File: src/rtl/controlador_barrido_display_pkg.sv
// Shared constants for the 4-digit multiplexed readout: anode patterns,
// mode encodings and digit indices.
package pkg_display;

    localparam logic [3:0] ANODOS_APAGADOS = 4'b1111;

    localparam logic MODO_CORRIENTE  = 1'b0;
    localparam logic MODO_FRECUENCIA = 1'b1;

    typedef enum logic [1:0] {
        UNIDADES = 2'd0,
        DECENAS  = 2'd1,
        CENTENAS = 2'd2,
        MILLARES = 2'd3
    } digito_t;

    // Active-low one-hot anode for the given digit index.
    function automatic logic [3:0] anodo_activo(input logic [1:0] sel);
        logic [3:0] uno;
        uno = 4'b0001;
        return ~(uno << sel);
    endfunction

endpackage

File: src/rtl/controlador_barrido_display_if.sv
// Scan-control bundle between the display controller (master) and the
// readout hardware/host side (slave).
interface controlador_barrido_display_if;
    import pkg_display::*;

    logic       habilitar;
    logic       modo_auto;
    logic       modo_manual;
    logic [1:0] seleccion;
    logic [3:0] anodos;
    logic       modo;
    logic       fin_cuadro;

    modport master (
        input  habilitar, modo_auto, modo_manual,
        output seleccion, anodos, modo, fin_cuadro
    );

    modport slave (
        output habilitar, modo_auto, modo_manual,
        input  seleccion, anodos, modo, fin_cuadro
    );

endinterface

File: src/rtl/controlador_barrido_display_contador.sv
// Mod-N up-counter with enable, synchronous reset, terminal-count flag and
// its next-state value exposed so callers can register decoded outputs.
module contador_modulo #(
    parameter int N = 2,
    parameter int W = (N > 1) ? $clog2(N) : 1
) (
    input  logic         clk,
    input  logic         reset,
    input  logic         en_i,
    output logic [W-1:0] valor_o,
    output logic [W-1:0] valor_d_o,
    output logic         tc_o
);

    localparam logic [W-1:0] ULTIMO = W'(N - 1);

    logic [W-1:0] valor_q, valor_d;

    assign tc_o = (valor_q == ULTIMO);

    always_comb begin
        valor_d = valor_q;
        if (en_i) begin
            valor_d = tc_o ? '0 : valor_q + W'(1);
        end
    end

    always_ff @(posedge clk) begin
        if (reset) begin
            valor_q <= '0;
        end else begin
            valor_q <= valor_d;
        end
    end

    assign valor_o   = valor_q;
    assign valor_d_o = valor_d;

endmodule

File: src/rtl/controlador_barrido_display.sv
// Digit-scan controller for the 4-digit 7-segment readout: dead-time blanked
// anode multiplexing plus frame-aligned current/frequency mode selection.
module controlador_barrido_display
    import pkg_display::*;
#(
    parameter int DIV_DIGITO  = 50000,
    parameter int DEAD        = 500,
    parameter int FRAMES_MODO = 250
) (
    input  logic                          clk,
    input  logic                          reset,
    controlador_barrido_display_if.master bus
);

    localparam int CW = (DIV_DIGITO > 1) ? $clog2(DIV_DIGITO) : 1;
    localparam int FW = (FRAMES_MODO > 1) ? $clog2(FRAMES_MODO) : 1;
    localparam logic [CW-1:0] DEAD_C = CW'(DEAD);

    logic [CW-1:0] cnt_q, cnt_d;
    logic          cnt_tc;
    logic [FW-1:0] fc_q, fc_d;
    logic          fc_tc;
    logic          fc_unused;

    logic [1:0] sel_q, sel_d;
    logic       modo_q, modo_d;
    logic [3:0] anodos_q, anodos_d;
    logic       fin_q, fin_d;

    logic fin_slot;
    logic fin_marco;

    assign fin_slot  = bus.habilitar && cnt_tc;
    assign fin_marco = fin_slot && (sel_q == MILLARES);

    contador_modulo #(
        .N (DIV_DIGITO),
        .W (CW)
    ) u_cnt (
        .clk       (clk),
        .reset     (reset),
        .en_i      (bus.habilitar),
        .valor_o   (cnt_q),
        .valor_d_o (cnt_d),
        .tc_o      (cnt_tc)
    );

    // In manual mode fc is cleared at every frame end so auto restarts from 0.
    contador_modulo #(
        .N (FRAMES_MODO),
        .W (FW)
    ) u_fc (
        .clk       (clk),
        .reset     (reset || (fin_marco && !bus.modo_auto)),
        .en_i      (fin_marco && bus.modo_auto),
        .valor_o   (fc_q),
        .valor_d_o (fc_d),
        .tc_o      (fc_tc)
    );

    assign fc_unused = ^{fc_q, fc_d};

    always_comb begin
        sel_d = sel_q;
        if (fin_slot) begin
            sel_d = sel_q + 2'd1;
        end
    end

    always_comb begin
        modo_d = modo_q;
        if (fin_marco) begin
            if (bus.modo_auto) begin
                if (fc_tc) begin
                    modo_d = ~modo_q;
                end
            end else begin
                modo_d = bus.modo_manual;
            end
        end
    end

    // Output flops are fed from next-state so they line up with cnt/seleccion.
    always_comb begin
        anodos_d = ANODOS_APAGADOS;
        if (bus.habilitar && (cnt_d >= DEAD_C)) begin
            anodos_d = anodo_activo(sel_d);
        end
        fin_d = fin_marco;
    end

    always_ff @(posedge clk) begin
        if (reset) begin
            sel_q    <= UNIDADES;
            modo_q   <= MODO_CORRIENTE;
            anodos_q <= ANODOS_APAGADOS;
            fin_q    <= 1'b0;
        end else begin
            sel_q    <= sel_d;
            modo_q   <= modo_d;
            anodos_q <= anodos_d;
            fin_q    <= fin_d;
        end
    end

    assign bus.seleccion  = sel_q;
    assign bus.modo       = modo_q;
    assign bus.anodos     = anodos_q;
    assign bus.fin_cuadro = fin_q;

endmodule

File: src/flat_wrapper.sv
// flat-port wrapper written by rule: the top's interface ports become plain ports
module controlador_barrido_display_flat import pkg_display::*;
#(
    parameter int DIV_DIGITO  = 50000,
    parameter int DEAD        = 500,
    parameter int FRAMES_MODO = 250
)
  (clk, reset, bus_habilitar, bus_modo_auto, bus_modo_manual, bus_seleccion, bus_anodos, bus_modo, bus_fin_cuadro);
  controlador_barrido_display_if bus_i ();
  input  logic clk;
  input  logic reset;
  input wire logic [$bits(bus_i.habilitar)-1:0] bus_habilitar;
  input wire logic [$bits(bus_i.modo_auto)-1:0] bus_modo_auto;
  input wire logic [$bits(bus_i.modo_manual)-1:0] bus_modo_manual;
  output wire logic [$bits(bus_i.seleccion)-1:0] bus_seleccion;
  output wire logic [$bits(bus_i.anodos)-1:0] bus_anodos;
  output wire logic [$bits(bus_i.modo)-1:0] bus_modo;
  output wire logic [$bits(bus_i.fin_cuadro)-1:0] bus_fin_cuadro;
  assign bus_i.habilitar = bus_habilitar;
  assign bus_i.modo_auto = bus_modo_auto;
  assign bus_i.modo_manual = bus_modo_manual;
  assign bus_seleccion = bus_i.seleccion;
  assign bus_anodos = bus_i.anodos;
  assign bus_modo = bus_i.modo;
  assign bus_fin_cuadro = bus_i.fin_cuadro;
  controlador_barrido_display #(.DIV_DIGITO(DIV_DIGITO), .DEAD(DEAD), .FRAMES_MODO(FRAMES_MODO)) u_core (.clk(clk), .reset(reset), .bus(bus_i));
endmodule
File: config.mk
export PLATFORM = sky130hd
export DESIGN_NAME = controlador_barrido_display_flat
export DESIGN_NICKNAME = d
export VERILOG_FILES = /design/src/rtl/controlador_barrido_display_pkg.sv /design/src/rtl/controlador_barrido_display_if.sv /design/src/rtl/controlador_barrido_display_contador.sv /design/src/rtl/controlador_barrido_display.sv /design/src/flat_wrapper.sv
export SDC_FILE = /design/constraint.sdc
export NUM_CORES = 1
export LEC_CHECK = 0
export CAP_MARGIN = 20
export CORE_MARGIN = 1.5
export CORE_UTILIZATION = 40
export DETAILED_ROUTE_END_ITERATION = 6
export PLACE_DENSITY = 0.59
export SETUP_SLACK_MARGIN = 0.02
export SYNTH_ARGS = -nofsm -noshare
export SYNTH_HDL_FRONTEND = slang
export SYNTH_HIERARCHICAL = 1
export SYNTH_SLANG_ARGS = --single-unit
File: constraint.sdc
create_clock -name clk -period 3.4 [get_ports clk]
set_clock_uncertainty 0.05 [all_clocks]
set_input_delay 0.68 -clock clk [delete_from_list [all_inputs] [get_ports clk]]
set_output_delay 0.68 -clock clk [all_outputs]
set_load 0.1 [all_outputs]
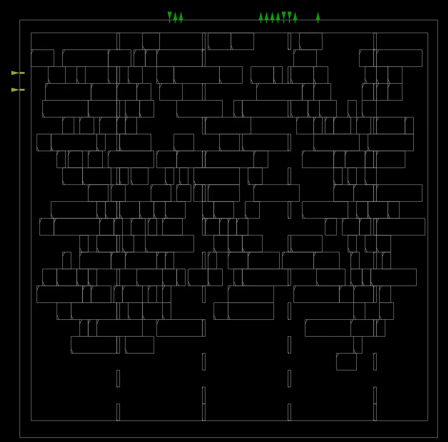
run_1/placement.png
area of the core region: 4000 um^2
Std-Cell Rows: 23
tally of filler cells in the layout: 379

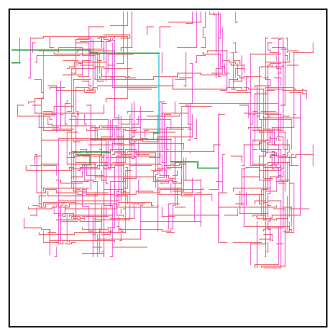
run_1/wires.png
Key: green = metal 3 [wire length 78.1 um]; cyan = metal 4 [wire length 17.0 um]; magenta = metal 2 [wire length 1620 um]; red = metal 1 [wire length 1620 um]
GRT Resource Usage Total: 16.4%
wire per inst: 13.0 um
DR vias: 1343

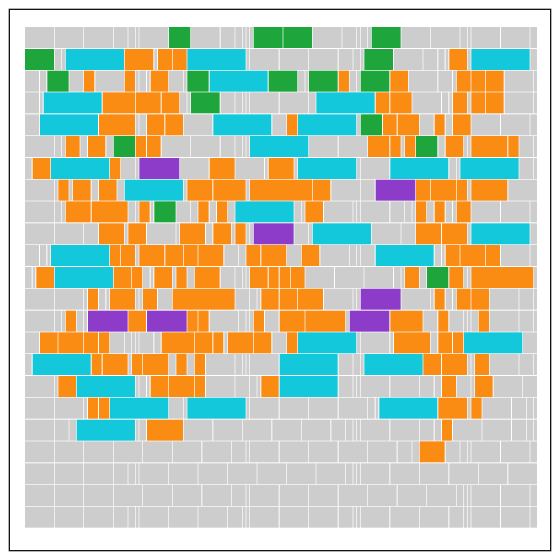
run_1/placement_by_type.png
Fill, decap, tap and diode cells in grey.
Key: green = remaining buffers and delay cells [cells 17, share of their area 8.0%]; purple = clock drivers and dummy loads [cells 7, share of their area 5.2%]; orange = combinational and other logic [cells 150, share of their area 52%]; cyan = sequential cells [cells 32, share of their area 34%]
Final Core Density: 48.2%
sequential portion of the cell area: 33.2%
cell area after layout: 1930 um^2

==> out/qor.yml, run 1 <==
drt:
  routed_wirelength_um: 3340
  avgViaCountPerCell: 5.25
  route.met3.wl_um: 78
  top_layer: "met4"
  post-route-drc-count: 0
global_route:
  grt_first_pass_wirelength_um: 5610
  grt_util_met3_pct: 4.00
  grt.met2_usage_pct: 27.1
  global_route.overflow_total: 0
  first_global_vias: 1227
  grt_antenna_before_repair: 0
  largest_net_degree_at_the_start_of_global_routing: 14
  grt.busiest_layer: "met2"
final_timing:
  hold_viol: 0
  report.final.setup_viol: 0
  grt_setup_unrepaired: "no"
  timing.final.crit_period_ns: 2.69
  final_setup_tns_ns: 0
setup_path:
  crit_fanout: 7
  critPathLaunch: "u_core/u_cnt/valor_o[0]"
  worstSetupEndpointType: "flop"
  critical_path.startpoint_type: "flop"
  crit_buf_inv: 0
  r2r-start: "u_core/u_cnt/valor_o[0]"
  worst_path_dominant_cell_family: "simple AND/OR/NAND/NOR gates"
  category_of_the_critical_setup_timing_path: "flop to flop"
  critical-path-max-stage-delay_ns: 0.55
logic_synthesis:
  avgSynthCellArea_um2: 8.81
  synth_cells: 188
  synthesis.yosys.warnings: 6
clock_tree:
  cts_tree: "yes"
  cts_resized: 0
  post-cts-setup-buffers: 0
  cts_buffer_depth: 2
  path_clk_slew_ns: 0.06
  cts_root_buf: "clkbuf_8"
  clk_latency_ns: 0.27
  clock_sinks: 32
  cts_buffers: 5
cells_and_area:
  layout_top_cells_excl_fill_tap: "32 x dfxtp_1, 25 x nor2_1, 12 x nand2_1, 12 x nor2b_1"
  fin_cells: 256
  ratio_of_cells_with_drive_above_1_in_the_final_layout_pct: 12.6
  flow.area_growth_from_synthesis_pct: 16.5
  largest_reg_flops: 16
pwr:
  switching_power_mw: 0.143
  pwr-share-seq_pct: 53.4
  irDropWorstVdd_mv: 0.227
  power.clock.fraction_pct: 42.9
  powerSeq_mw: 0.381
  power-per-cell-area_nw_per_um2: 370
  comb-power_mw: 0.0259
  intPower_mw: 0.570
  clockNetworkPower_mw: 0.307
die:
  chip_area_um2: 4540
  floorplan.die.width_um: 67.4
  die_height_um: 67.4
  initial_utilization_pct: 41.4
hold_path:
  timing.hold.worst.class: "flop to flop"
  holdCritStartpoint: "u_core/u_cnt/valor_o[0]"
run:
  count_of_warning_messages_emitted_by_the_tools: 27
  cap_viol_max_count: 0
placed_design:
  placement.io_buffers: 12
  placed_cells_incl_taps: 249
outcome:
  result_of_the_run: "complete, no violations"
[run 1: cell type report]
| type | count | area, um^2 | area share (%) |
|---|---|---|---|
| timing repair buffer | 17 | 150 | 7.78 |
| sequential | 32 | 641 | 33.2 |
| clock buffer | 7 | 96.3 | 4.99 |
| tap | 50 | 62.6 | 3.24 |
| multi-input combinational | 143 | 953 | 49.4 |
| inverter | 7 | 26.3 | 1.36 |
[run 1: worst paths after layout]
check / slack, ns / end / cells after the start
setup / recovery: 0.71 / u_core/bus.anodos[3] / 9
hold / removal: 0.46 / u_core/u_cnt/valor_o[0] / 2
setup reg to reg: 0.71 / u_core/bus.anodos[3] / 9
hold reg to reg: 0.46 / u_core/u_cnt/valor_o[0] / 2
run_1/clk_routes.png
Bar = 20 um.
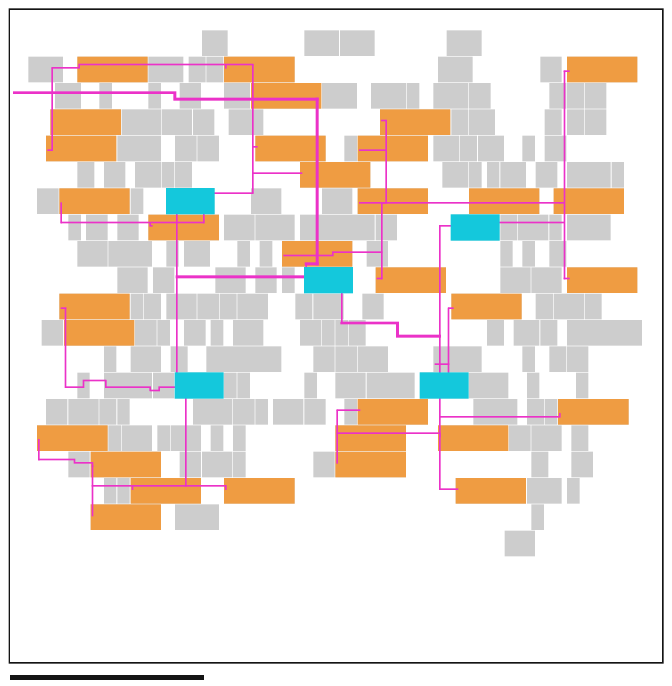

## Run 2: what changed since run 1
--- a/config.mk
+++ b/config.mk
@@ -9,7 +9,7 @@
 export CORE_MARGIN = 1.5
 export CORE_UTILIZATION = 40
 export DETAILED_ROUTE_END_ITERATION = 6
-export PLACE_DENSITY = 0.59
+export PLACE_DENSITY = 0.61
 export SETUP_SLACK_MARGIN = 0.02
 export SYNTH_ARGS = -nofsm -noshare
 export SYNTH_HDL_FRONTEND = slang
==> constraint.sdc (replaced) <==
create_clock -name clk -period 2.3 [get_ports clk]
set_clock_uncertainty 0.05 [all_clocks]
set_input_delay 0.46 -clock clk [delete_from_list [all_inputs] [get_ports clk]]
set_output_delay 0.46 -clock clk [all_outputs]
set_load 0.1 [all_outputs]
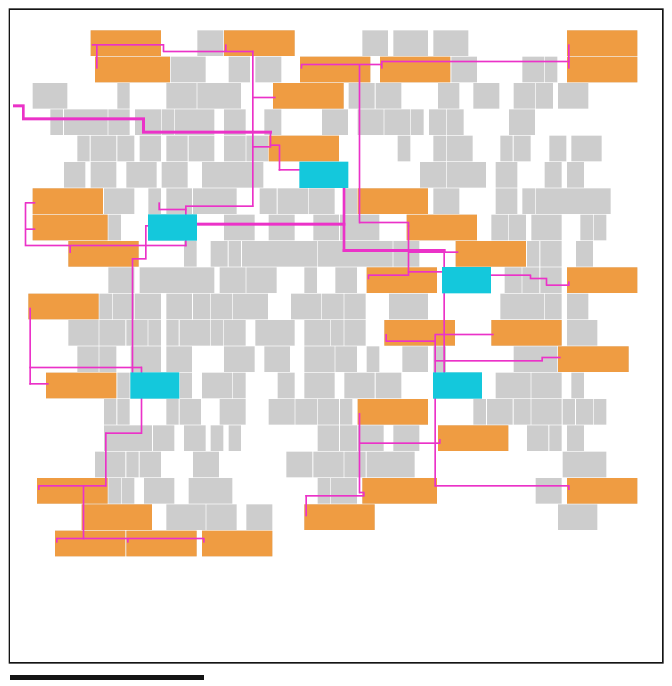
run_2/clk_routes.png
Bar = 20 um.
Key: cyan = clock drivers [count 5]; magenta = clock wires [length 423 um]; orange = flip-flops [count 32]
Position of the flops: widely spread. There are 6 routed clock nets.
clock share of power: 42.2%
later-pin clock latency in the skew report: 0.28 ns
power attributed to the clock group: 0.443 mW

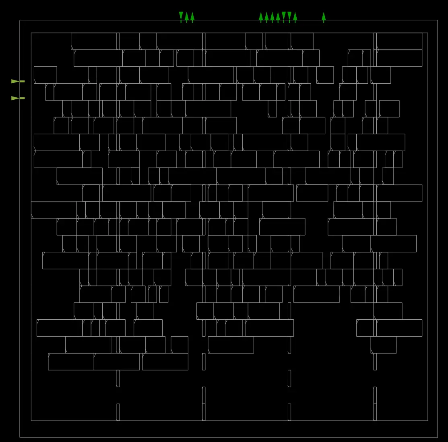
run_2/placement.png
sequential portion of the cell area: 29.5%
Final Core Density: 54.6%
Seq Cell Count: 32
tally of filler cells in the layout: 370
n_taps: 50

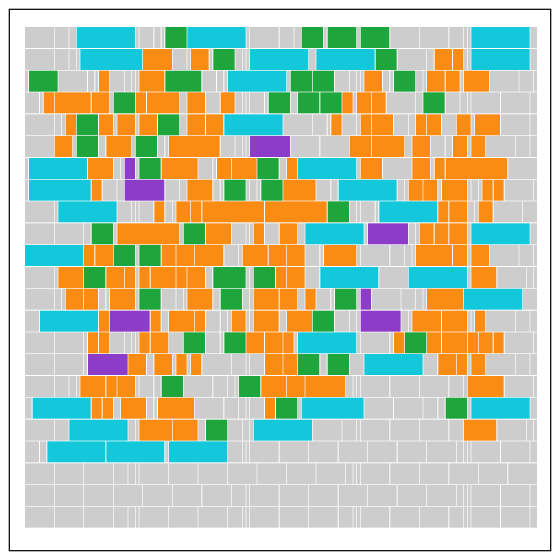
run_2/placement_by_type.png
Fill, decap, tap and diode cells in grey.
Key: green = remaining buffers and delay cells [cells 46, share of their area 17%]; cyan = sequential cells [cells 32, share of their area 30%]; purple = clock drivers and dummy loads [cells 8, share of their area 4.2%]; orange = combinational and other logic [cells 150, share of their area 48%]
cell area after layout: 2190 um^2

==> run 2 against run 1 <==
The run now ends with negative setup slack left. Routed wire length grew 15%. Utilization grew 6.4 points. Critical path depth shrank 1. Cell count grew 12%. Setup slack lost 0.75 ns. Sequential share of layout area shrank 3.7 points. Synthesized cell count is the same. Critical path type unchanged. Largest power group unchanged.
==> out/qor.yml, run 2 <==
die:
  core_region_area_um2: 4000  # unchanged
  initial_utilization_pct: 41.4  # unchanged
  die_height_um: 67.4  # unchanged
  num_rows: 23  # unchanged
  floorplan.die.width_um: 67.4  # unchanged
  floorplan.io_pins: 13
  chip_area_um2: 4540  # unchanged
drt:
  num_vias: 1495  # +11%
  avgViaCountPerCell: 5.23  # -0.36%
  route.met3.wl_um: 108  # +38%
  dr.first_iter.drc_count: 30
  wl_per_cell_um: 13.4  # +2.9%
  detailedRoute.firstPassIterationCount: 4
  top_layer: "met4"
  routed_wirelength_um: 3840  # +15%
  post-route-drc-count: 0  # unchanged
final_timing:
  slew-limit-headroom_pct: 75.0
  finalClockPeriodUsage_pct: 102
  final_setup_tns_ns: -0.138  # -0.138 ns
  actual_slew_at_the_worst_max_slew_pin_ns: 0.364
  grt_setup_unrepaired: "yes"
  timing.final.crit_period_ns: 2.34  # -0.345 ns
  report.final.setup_viol: 4  # +4
  hold_viol: 0  # unchanged
  slew_viol_final: 0
  postLayoutSetupSlackWorst_ns: -0.0445
  timing.fmax_mhz: 427
  hold_slack_ns: 0.475
global_route:
  gr-usage-met1_pct: 20.9
  grt_first_pass_wirelength_um: 6530  # +16%
  grtUsageTotal_pct: 19.3  # +2.8 points
  largest_net_degree_at_the_start_of_global_routing: 14  # unchanged
  global_route.overflow_total: 0  # unchanged
  grt_antenna_before_repair: 0  # unchanged
  grt.busiest_layer: "met2"
  grt_util_met3_pct: 7.33  # +3.3 points
  first_global_vias: 1502  # +22%
  grt.met2_usage_pct: 34.8  # +7.7 points
cells_and_area:
  ratio_of_cells_with_drive_above_1_in_the_final_layout_pct: 29.2  # +17 points
  layout_top_cells_excl_fill_tap: "41 x buf_4, 29 x dfxtp_1, 23 x nor2_1"
  largest_reg_flops: 16  # unchanged
  fin_cells: 286  # +12%
  flow.area_growth_from_synthesis_pct: 31.9
  count_of_nets_after_finishing: 244
setup_path:
  r2r-start: "u_core/u_cnt/valor_o[12]"
  critPathLaunch: "u_core/u_cnt/valor_o[12]"
  crit_end: "u_core/bus.anodos[2]"
  rrSetupSlack_ns: -0.04  # -0.75 ns
  worstSetupEndpointType: "flop"
  required_ns: 2.47
  rr_endpoint: "u_core/bus.anodos[2]"
  crit_path_cell_trace: "or4b_4 > nor4_4 > and2_4 > nor2_2 > or4_4 > nor4_4 > o21ai_2 > nand4_1"
  crit_path_top_delay_cell: "or4b_4"
  reg2reg_depth: 8  # -1
  critical-path-top-cell-by-count: "nor4_4"
  cp_data_arrival_time_ns: 2.51
  crit_fanout: 4  # -3
  critical-path-max-stage-delay_ns: 0.56  # about the same
  critical_path.startpoint_type: "flop"
  category_of_the_critical_setup_timing_path: "flop to flop"
logic_synthesis:
  synth_cells: 188  # unchanged
  avgSynthCellArea_um2: 8.81  # unchanged
  syn-cell-area_um2: 1660
  synthesis.yosys.warnings: 6  # unchanged
  syn-num-nets: 197
run:
  cap_viol_max_count: 0  # unchanged
  count_of_warning_messages_emitted_by_the_tools: 30  # +11%
outcome:
  result_of_the_run: "finished, violations left"
  failed_checks: "negative setup slack"
clock_tree:
  clock_tree.htree_level_count: 2
  path_clk_slew_ns: 0.07  # about the same
  cts_tree: "yes"
  cts_buffer_depth: 2  # unchanged
  clock_sinks: 32  # unchanged
  cts_buffers: 5  # unchanged
  cts_root_buf: "clkbuf_8"
hold_path:
  holdPathEnd: "u_core/bus.modo"
  hold-path-cell-count: 2  # unchanged
  holdCritStartpoint: "u_core/bus.modo"
  timing.hold.worst.class: "flop to flop"
placed_design:
  globalplace.congestion: 0.882
  placed_cells_incl_taps: 273  # +9.6%
  placement.io_buffers: 12  # unchanged
  detailedPlacementHpwl_um: 2960
pwr:
  power-per-cell-area_nw_per_um2: 481  # +30%
  irDropWorstVdd_mv: 0.361  # +59%
[run 2: worst max-delay path, delay by kind of cell (launching register included)]
family | cells | cell delay, ns
AND-OR/OR-AND | 1 | 0.12
flip-flops | 1 | 0.32
AND/OR/NAND/NOR | 7 | 1.80
[run 2: area by class of cell]
cell class | instances | area, um^2
clock buffers | 8 | 90.1
multi-input cells | 143 | 1000
inverters | 7 | 26.3
flip-flops and latches | 32 | 644
repair buffers | 46 | 362
fillers | 370 | 1810
well taps | 50 | 62.6
[run 2: power breakdown]
part,internal (mW),switching (mW)
combinational,0.0213,0.0232
clock,0.244,0.199
sequential,0.558,0.00440
total,0.824,0.227
[run 2: repair_timing]
item,in CTS,in global routing
buffers inserted,4,1
hold buffers,0,0
pin swaps,9,2
gates resized,7,5
endpoints found under the setup margin,6,12
hold endpoints to repair,0,0
## Run 3: what changed since run 2
--- a/config.mk
+++ b/config.mk
@@ -11,6 +11,7 @@
 export DETAILED_ROUTE_END_ITERATION = 6
 export PLACE_DENSITY = 0.61
 export SETUP_SLACK_MARGIN = 0.02
+export SLEW_MARGIN = 10
 export SYNTH_ARGS = -nofsm -noshare
 export SYNTH_HDL_FRONTEND = slang
 export SYNTH_HIERARCHICAL = 1
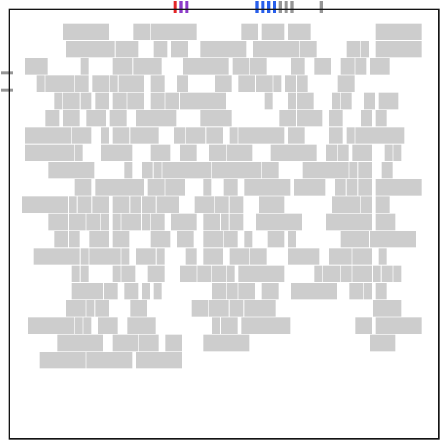
run_3/io_placement.png
Pins as bars across the die edge, other pins in grey.
Key: blue = `bus_anodos` [pins 4, direction output, edge top]; red = `bus_habilitar` [pins 1, direction input, edge top]; purple = `bus_seleccion` [pins 2, direction output, edge top]
All pins by edge: 11 top, 2 left.

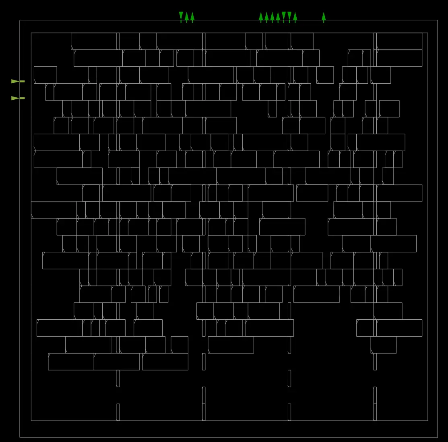
run_3/placement.png
final standard cell count with taps included and fillers excluded: 286

==> run 3 against run 2 <==
The run still ends with negative setup slack left. Die size stayed put. Synthesized cell count stayed put. First-iteration DRC count stayed put. Maximum frequency stayed put. Critical path depth stayed put.
==> out/qor.yml, run 3 <==
outcome:
  result_of_the_run: "finished, violations left"
  failed_checks: "negative setup slack"
die:
  floorplan.io_pins: 13  # unchanged
  initial_utilization_pct: 41.4  # unchanged
  chip_area_um2: 4540  # unchanged
placed_design:
  detailedPlacementHpwl_um: 2960  # unchanged
final_timing:
  slew_viol_final: 0  # unchanged
  timing.final.crit_period_ns: 2.34  # unchanged
  postLayoutSetupSlackWorst_ns: -0.0445  # unchanged
  actual_slew_at_the_worst_max_slew_pin_ns: 0.364  # unchanged
  hold_viol: 0  # unchanged
  report.final.setup_viol: 4  # unchanged
  timing.fmax_mhz: 427  # unchanged
  slew-limit-headroom_pct: 75.0  # unchanged
logic_synthesis:
  avgSynthCellArea_um2: 8.81  # unchanged
setup_path:
  crit_fanout: 4  # unchanged
  category_of_the_critical_setup_timing_path: "flop to flop"
  required_ns: 2.47  # about the same
  rrSetupSlack_ns: -0.04  # about the same
  crit_path_cell_trace: "or4b_4 > nor4_4 > and2_4 > nor2_2 > or4_4 > nor4_4 > o21ai_2 > nand4_1"
  crit_path_top_delay_cell: "or4b_4"
  r2r-start: "u_core/u_cnt/valor_o[12]"
  critPathLaunch: "u_core/u_cnt/valor_o[12]"
  rr_endpoint: "u_core/bus.anodos[2]"
hold_path:
  timing.hold.worst.class: "flop to flop"
  holdCritStartpoint: "u_core/bus.modo"
  holdPathEnd: "u_core/bus.modo"
clock_tree:
  clock_tree.htree_level_count: 2  # unchanged
  cts_root_buf: "clkbuf_8"
  cts.hold.buffers_added: 0  # unchanged
  cts_buffers: 5  # unchanged
global_route:
  grt_first_pass_wirelength_um: 6530  # unchanged
  grt_antenna_before_repair: 0  # unchanged
  largest_net_degree_at_the_start_of_global_routing: 14  # unchanged
cells_and_area:
  flow.area_growth_from_synthesis_pct: 31.9  # unchanged
  count_of_nets_after_finishing: 244  # unchanged
  stdcell_area_um2: 2190  # unchanged
  ratio_of_cells_with_drive_above_1_in_the_final_layout_pct: 29.2  # unchanged
drt:
  dr.first_iter.drc_count: 30  # unchanged
  detailedRoute.firstPassIterationCount: 4  # unchanged
pwr:
  switching_share_pct: 21.6  # unchanged
  power.share.combinational_pct: 4.2  # about the same
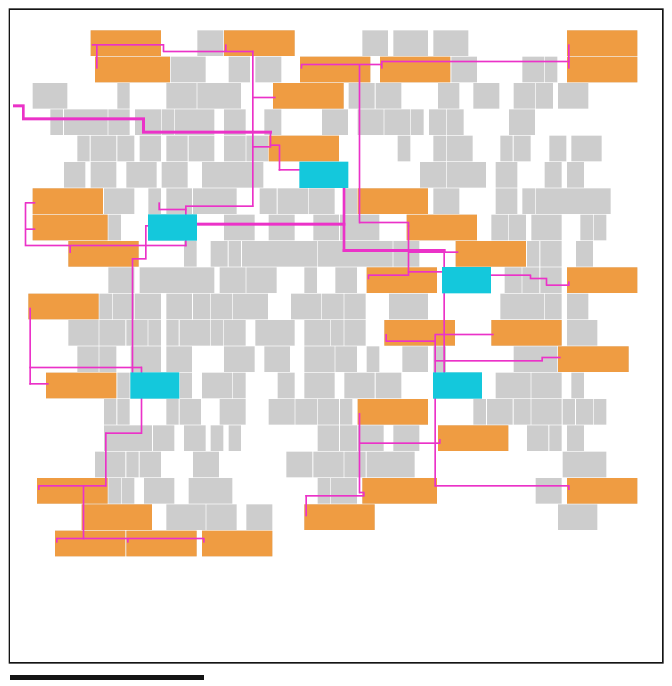
run_3/clk_routes.png
Bar = 20 um.
Key: cyan = clock drivers [count 5]; orange = flip-flops [count 32]; magenta = clock wires [length 423 um]
Position of the flops: widely spread.

==> run 3: what timing repair did <==
| action | CTS | global route |
|---|---|---|
| endpoints found under the hold margin | 0 | 0 |
| buffers inserted | 4 | 1 |
| resized | 7 | 5 |
| endpoints found under the setup margin | 6 | 12 |
| pin swaps | 9 | 2 |
==> run 3: cell type report <==
class	count	area [um^2]
well taps	50	62.6
inverters	7	26.3
repair buffers	46	362
fillers	370	1810
flip-flops and latches	32	644
multi-input cells	143	1000
clock buffers	8	90.1
==> run 3: critical path, delay by kind of cell, from the launching register on <==
family | cells | cell delay [ns]
DFF | 1 | 0.32
AOI/OAI and AO/OA | 1 | 0.12
and+or+nand+nor | 7 | 1.80
==> run 3: metal layers <==
layer	global-route usage, %	up-vias
met5	0	-
met4	5.36	0
met3	7.33	7
met2	34.8	20
met1	20.9	717
li1	-	751
No activity file was given, so power comes from the tool's default toggle rates.
